**src/rtl/brq_loader_pkg.sv**
```systemverilog
// rtl/brq_loader_pkg.sv - shared types and constants for the ICCM boot loader
//
// Purpose: FSM state encoding, frame sync marker and ICCM capacity helper.
package brq_loader_pkg;

    typedef enum logic [2:0] {
        IDLE,
        LEN_LO,
        LEN_HI,
        DATA,
        WRITE,
        CSUM,
        DONE,
        ERROR
    } loader_state_e;

    localparam logic [7:0] SYNC_BYTE = 8'hA5;

    // Number of 32-bit words addressable with a byte address of addr_width bits.
    function automatic int unsigned max_words(input int unsigned addr_width);
        return 32'd1 << (addr_width - 2);
    endfunction

endpackage

```
**src/rtl/brq_word_packer.sv**
```systemverilog
// rtl/brq_word_packer.sv - little-endian byte to 32-bit word assembler
//
// Purpose: shifts received bytes into a 32-bit word, lowest byte first.
// Ports:
//   clk_i, rst_ni   clock, asynchronous active-low reset
//   clear_i         restart at byte 0 with an all-zero word
//   shift_i         accept byte_i into the current byte lane
//   byte_i          incoming byte
//   word_o          word assembled so far
//   word_full_o     the byte being shifted this cycle completes the word
module brq_word_packer (
    input  logic        clk_i,
    input  logic        rst_ni,
    input  logic        clear_i,
    input  logic        shift_i,
    input  logic [7:0]  byte_i,
    output logic [31:0] word_o,
    output logic        word_full_o
);

    logic [31:0] word_q, word_d;
    logic [1:0]  idx_q, idx_d;

    always_comb begin
        word_d = word_q;
        idx_d  = idx_q;
        if (clear_i) begin
            word_d = '0;
            idx_d  = '0;
        end else if (shift_i) begin
            word_d[{idx_q, 3'b000} +: 8] = byte_i;
            idx_d                       = idx_q + 2'd1;
        end
    end

    always_ff @(posedge clk_i or negedge rst_ni) begin
        if (!rst_ni) begin
            word_q <= '0;
            idx_q  <= '0;
        end else begin
            word_q <= word_d;
            idx_q  <= idx_d;
        end
    end

    assign word_o      = word_q;
    assign word_full_o = shift_i && !clear_i && (idx_q == 2'd3);

endmodule

```
**src/rtl/iccm_loader.sv**
```systemverilog
// rtl/iccm_loader.sv - framed UART image loader driving the ICCM write port
//
// Purpose: parses sync / 16-bit length / little-endian words / XOR checksum,
// writes words to consecutive ICCM addresses and holds the core in reset
// until the image has loaded with a matching checksum.
// Ports:
//   brq_clk, brq_rst        clock, asynchronous active-low reset
//   rx_valid, rx_data       byte stream from the UART receiver
//   rx_ready                loader accepts rx_data this cycle
//   iccm_write              single-cycle write strobe
//   iccm_addr, iccm_wdata   write address (word aligned) and data
//   words_loaded            words written so far
//   load_done, load_error   sticky completion / fault flags
//   core_hold               core reset hold, released on load_done
module iccm_loader
    import brq_loader_pkg::*;
#(
    parameter int unsigned DataWidth = 32,
    parameter int unsigned AddrWidth = 15,
    parameter logic [7:0]  SyncByte  = SYNC_BYTE
) (
    input  logic                 brq_clk,
    input  logic                 brq_rst,
    input  logic                 rx_valid,
    input  logic [7:0]           rx_data,
    output logic                 rx_ready,
    output logic                 iccm_write,
    output logic [AddrWidth-1:0] iccm_addr,
    output logic [DataWidth-1:0] iccm_wdata,
    output logic [15:0]          words_loaded,
    output logic                 load_done,
    output logic                 load_error,
    output logic                 core_hold
);

    localparam logic [16:0] MaxWords = 17'(max_words(AddrWidth));

    loader_state_e        state_q, state_d;
    logic [15:0]          len_q, len_d;
    logic [AddrWidth-1:0] addr_q, addr_d;
    logic [15:0]          count_q, count_d;
    logic [7:0]           csum_q, csum_d;

    logic        accept;
    logic        word_full;
    logic [31:0] word;
    logic [15:0] len_rx;

    assign rx_ready = (state_q == IDLE) || (state_q == LEN_LO) || (state_q == LEN_HI)
                   || (state_q == DATA) || (state_q == CSUM);
    assign accept   = rx_valid && rx_ready;
    assign len_rx   = {rx_data, len_q[7:0]};

    brq_word_packer u_packer (
        .clk_i       (brq_clk),
        .rst_ni      (brq_rst),
        .clear_i     (accept && (state_q == LEN_HI)),
        .shift_i     (accept && (state_q == DATA)),
        .byte_i      (rx_data),
        .word_o      (word),
        .word_full_o (word_full)
    );

    always_comb begin
        state_d = state_q;
        len_d   = len_q;
        addr_d  = addr_q;
        count_d = count_q;
        csum_d  = csum_q;
        unique case (state_q)
            IDLE: begin
                if (accept && rx_data == SyncByte) state_d = LEN_LO;
            end
            LEN_LO: begin
                if (accept) begin
                    len_d[7:0] = rx_data;
                    state_d    = LEN_HI;
                end
            end
            LEN_HI: begin
                if (accept) begin
                    len_d[15:8] = rx_data;
                    if ({1'b0, len_rx} > MaxWords) state_d = ERROR;
                    else if (len_rx == 16'd0)      state_d = CSUM;
                    else                           state_d = DATA;
                end
            end
            DATA: begin
                if (accept) begin
                    csum_d = csum_q ^ rx_data;
                    if (word_full) state_d = WRITE;
                end
            end
            WRITE: begin
                addr_d  = addr_q + AddrWidth'(4);
                count_d = count_q + 16'd1;
                state_d = (count_q + 16'd1 == len_q) ? CSUM : DATA;
            end
            CSUM: begin
                if (accept) state_d = (rx_data == csum_q) ? DONE : ERROR;
            end
            DONE:    state_d = DONE;
            ERROR:   state_d = ERROR;
            default: state_d = ERROR;
        endcase
    end

    always_ff @(posedge brq_clk or negedge brq_rst) begin
        if (!brq_rst) begin
            state_q <= IDLE;
            len_q   <= '0;
            addr_q  <= '0;
            count_q <= '0;
            csum_q  <= '0;
        end else begin
            state_q <= state_d;
            len_q   <= len_d;
            addr_q  <= addr_d;
            count_q <= count_d;
            csum_q  <= csum_d;
        end
    end

    assign iccm_write   = (state_q == WRITE);
    assign iccm_addr    = addr_q;
    assign iccm_wdata   = DataWidth'(word);
    assign words_loaded = count_q;
    assign load_done    = (state_q == DONE);
    assign load_error   = (state_q == ERROR);
    // Released combinationally from the DONE state so it falls with load_done.
    assign core_hold    = (state_q != DONE);

endmodule

```
**config.mk**
```make
export PLATFORM = sky130hd
export DESIGN_NAME = iccm_loader
export DESIGN_NICKNAME = d
export VERILOG_FILES = /design/src/rtl/brq_loader_pkg.sv /design/src/rtl/brq_word_packer.sv /design/src/rtl/iccm_loader.sv
export SDC_FILE = /design/constraint.sdc
export NUM_CORES = 1
export LEC_CHECK = 0
export ABC_AREA = 1
export CORE_ASPECT_RATIO = 0.6
export CORE_MARGIN = 4
export CORE_UTILIZATION = 35
export CTS_BUF_LIST = sky130_fd_sc_hd__clkbuf_8
export CTS_CLUSTER_SIZE = 24
export DETAILED_ROUTE_END_ITERATION = 7
export PLACE_DENSITY = 0.54
export REMOVE_ABC_BUFFERS = 1
export SYNTH_ARGS = -nofsm -noshare
export SYNTH_HDL_FRONTEND = slang
export SYNTH_SLANG_ARGS = --single-unit
```
**constraint.sdc**
```tcl
create_clock -name brq_clk -period 5.7 [get_ports brq_clk]
set_input_delay 1.14 -clock brq_clk [delete_from_list [all_inputs] [get_ports brq_clk]]
set_output_delay 1.14 -clock brq_clk [all_outputs]
set_load 0.03 [all_outputs]
```
Figure 1. Routing congestion map.
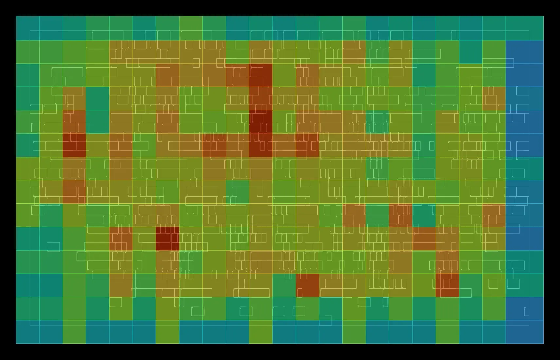
post-layout util: 44.52%
met2 Usage GRT: 22.76%
gr usage total: 17.12%
met1 track demand over resource: 27.62%
busiest layer in global routing: met1

==> impl_metrics.json <==
{
  "warning_count": 29,
  "hp-class": "reg -> reg",
  "vias_per_cell": 4.954,
  "synth_top_cell_by_area": "dfrtp_1",
  "dp_hpwl_um": 9380,
  "critical_path_arrival_ns": 2.48,
  "postCtsSetupRepairBufs": 0,
  "ys_seq_elements": 90,
  "cts-root-buf": "clkbuf_8",
  "dieHeight_um": 96.85,
  "yosys.area.top_type_share_pct": 48.91,
  "ys_async_sr_fraction_pct": 100.0,
  "drt-initial-drc-count": 291,
  "grt_max_degree": 60,
  "cts_tree": "yes",
  "io_pins": 79,
  "fillers": 1262,
  "status": "completed",
  "grt_overflow": 0,
  "syn_avg_cell_area_um2": 8.193,
  "dr.pass1.iters": 4,
  "cts-htree-levels": 3,
  "antenna_left": 0,
  "chipArea_um2": 15120,
  "antenna_found_initial": 0,
  "yosysMostFrequentCell": "nand2_1",
  "tightest_slew_ns": 0.7675,
  "clock.latency.late_pin_ns": 0.37,
  "grt_pass1_vias": 3812,
  "layout_min_cycle_time_ns": 3.624,
  "fmax_mhz": 275.9,
  "clock_path_buffers": 2,
  "drt_drc_violations_left": 0,
  "synthFlopType": "dfrtp_1",
  "synth_stat.cells": 562,
  "period_used_pct": 63.58,
  "yosysWarningCount": 0,
  "area_leaders": "dfrtp_1 49%, nand2_1 12%, nand3_1 7.3%",
  "clk_pin_slew_ns": 0.09,
  "die_w_um": 156.1,
  "slew_headroom_pct": 48.84,
  "clkSinkCount": 90,
  "required_ns": 4.56,
  "port_buffers": 76,
  "ys_chip_area_um2": 4604,
  "netlist_area_um2": 4604,
  "place_ws_ns": 2.364,
  "nNetsFinal": 654,
  "cts_hold_buffers": 0,
  "power_density_nw_per_um2": 198.8,
  "wl_per_cell_um": 15.74,
  "hold_viol_final": 0,
  "synth_cell_types": 33,
  "setup_viol": 0,
  "layout_setup_ws_ns": 2.076,
  "cap_violations": 0,
  "grt_pass1_wl_um": 20480,
  "synthTopCellsByCount": "151 x nand2_1, 90 x dfrtp_1, 67 x nand3_1",
  "cts_buffers": 9,
  "n_antenna_cell": 0,
  "syn2layout_area_growth_pct": 24.27,
  "timing_worst_setup_path_type": "reg -> out",
  "worst-path-max-fanout": 25,
  "peakVddDrop_mv": 0.08892,
  "core-area_um2": 12850,
  "ys_seq_share_pct": 48.91,
  "finalWirelength_um": 12770,
  "cp-end-kind": "output pin",
  "fin_tns_setup_ns": 0,
  "gp_congestion": 0.8117,
  "finalClockSkew_ns": 0.01149,
  "via_count": 4018,
  "leakagePower_nw": 2.654,
  "critPathLaunchType": "register",
  "netlist_instances": 562,
  "final_max_slew_viol_count": 0,
  "fp_util_pct": 35.83,
  "layout-drive-gt1-share_pct": 6.552,
  "cts_resized": 0,
  "fp-row-count": 32,
  "rsz0062_at_grt": "no",
  "edf_count": 0
}
Figure 2. Signal wires on met1.
Supply wires on this layer in gray.
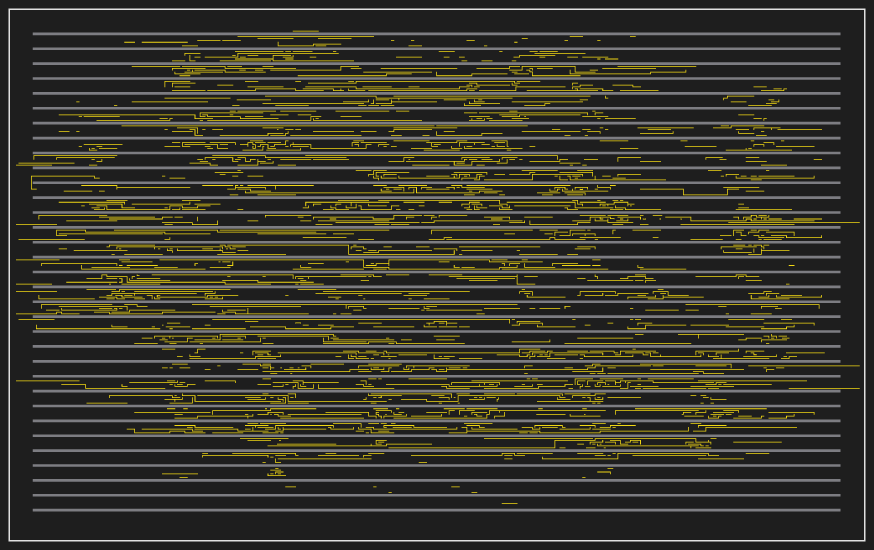
longest straight run	59.3 µm
main direction	horizontal
wire length on this layer	6,890 µm
share of all routed wire	54%

[sequential cells by signal (all words and copies together), names as in the netlist]
signal           flops
u_packer.word_o     32
len_q               16
words_loaded        16
iccm_addr           13
csum_q               8
state_q              3
u_packer.idx_q       2
[per-stage QoR]
| step | total power (W) | std cells | utilization [%] | hold slack (ns) | instance area [µm²] |
|---|---|---|---|---|---|
| 2_1_floorplan | 0.0006623 | 547 | - | 0.4530 | 4532 |
| 5_1_grt | 0.001183 | 811 | 44.52 | 0.5084 | 5722 |
| 4_1_cts | 0.001158 | 811 | 44.52 | 0.5035 | 5722 |
| 3_5_place_dp | 0.0006936 | 795 | 42.93 | 0.4851 | 5518 |
| 3_3_place_gp | 0.0006935 | 795 | 42.93 | 0.4654 | 5518 |
| 6_report | 0.001137 | 811 | 44.52 | 0.4864 | 5722 |
[critical path: stages, from the launching register on]
cell,delay (ns)
dfrtp_1,0.44
nor2_1,0.25
nand2_2,0.35
inv_2,0.34
clkdlybuf4s50_1,0.73
[layer usage]
layer / global-route usage, % / vias up / part of all wire [%]
li1: - / 1972 / -
met1: 27.62 / 1912 / 54
met2: 22.76 / 121 / 40
met3: 4.291 / 13 / 5.5
met4: 3.362 / 0 / 0.85
met5: 0 / - / 0
[final timing paths]
kind	start	endpoint	slack, ns	cells after the start
setup / recovery	state_q[1]	iccm_write	2.08	4
hold / removal	iccm_addr[14]	iccm_addr[14]	0.49	1
setup reg to reg	u_packer.idx_q[0]	u_packer.word_o[0]	3.15	5
hold reg to reg	iccm_addr[14]	iccm_addr[14]	0.49	1
max in group asynchronous	brq_rst	u_packer.idx_q[1]	3.85	2
min in group asynchronous	brq_rst	words_loaded[14]	0.72	1
[layout make-up]
type / instances / area (µm²) / share of cell area [%]
repair buffers: 78 / 773.2 / 13.51
inverters: 63 / 237.7 / 4.155
clock inverters: 5 / 52.55 / 0.9184
well taps: 170 / 212.7 / 3.717
multi-input cells: 394 / 2042 / 35.69
flip-flops and latches: 90 / 2252 / 39.36
clock buffers: 11 / 151.4 / 2.646
[report_power, final]
part,switching (W),internal [W],total (W)
logic,0.0000320,0.0000100,0.0000420
clock network,0.000233,0.000225,0.000458
registers,0,0.000638,0.000638
total,0.000265,0.000872,0.00114
[kinds of logic after synthesis]
group | count (synthesis) | synth area share (%)
compound gates | 75 | 9.565
simple gates | 283 | 26.96
other cells | 1 | 0.08144
flops | 90 | 48.91
xor+xnor | 27 | 5.761
buf+inv | 79 | 6.820
fa+ha+maj | 7 | 1.902
[cell usage in the layout, fill, tap and decap left out]
cell and count:
nand2_1 151, dfrtp_1 90, clkdlybuf4s50_1 75, nand3_1 67
inv_1 59, o21ai_0 43, nor2_1 31, xor2_1 19
nand4_1 11, clkbuf_8 11, o22ai_1 10, nor2_2 8
o31ai_1 8, o21ai_2 8, ha_1 7, xnor2_1 6
clkinv_2 4, a21oi_1 4, nand2_2 3, nor3_1 3
nand3b_1 3, nor4_1 3, buf_4 3, clkinv_1 2
conb_1 2, inv_2 1, o21ai_1 1, nor3_2 1
nand2_4 1, or4_1 1, xor3_1 1, xnor3_1 1
o211ai_1 1, bufinv_16 1, clkinvlp_4 1
Power is estimated from default activity; no workload was simulated.
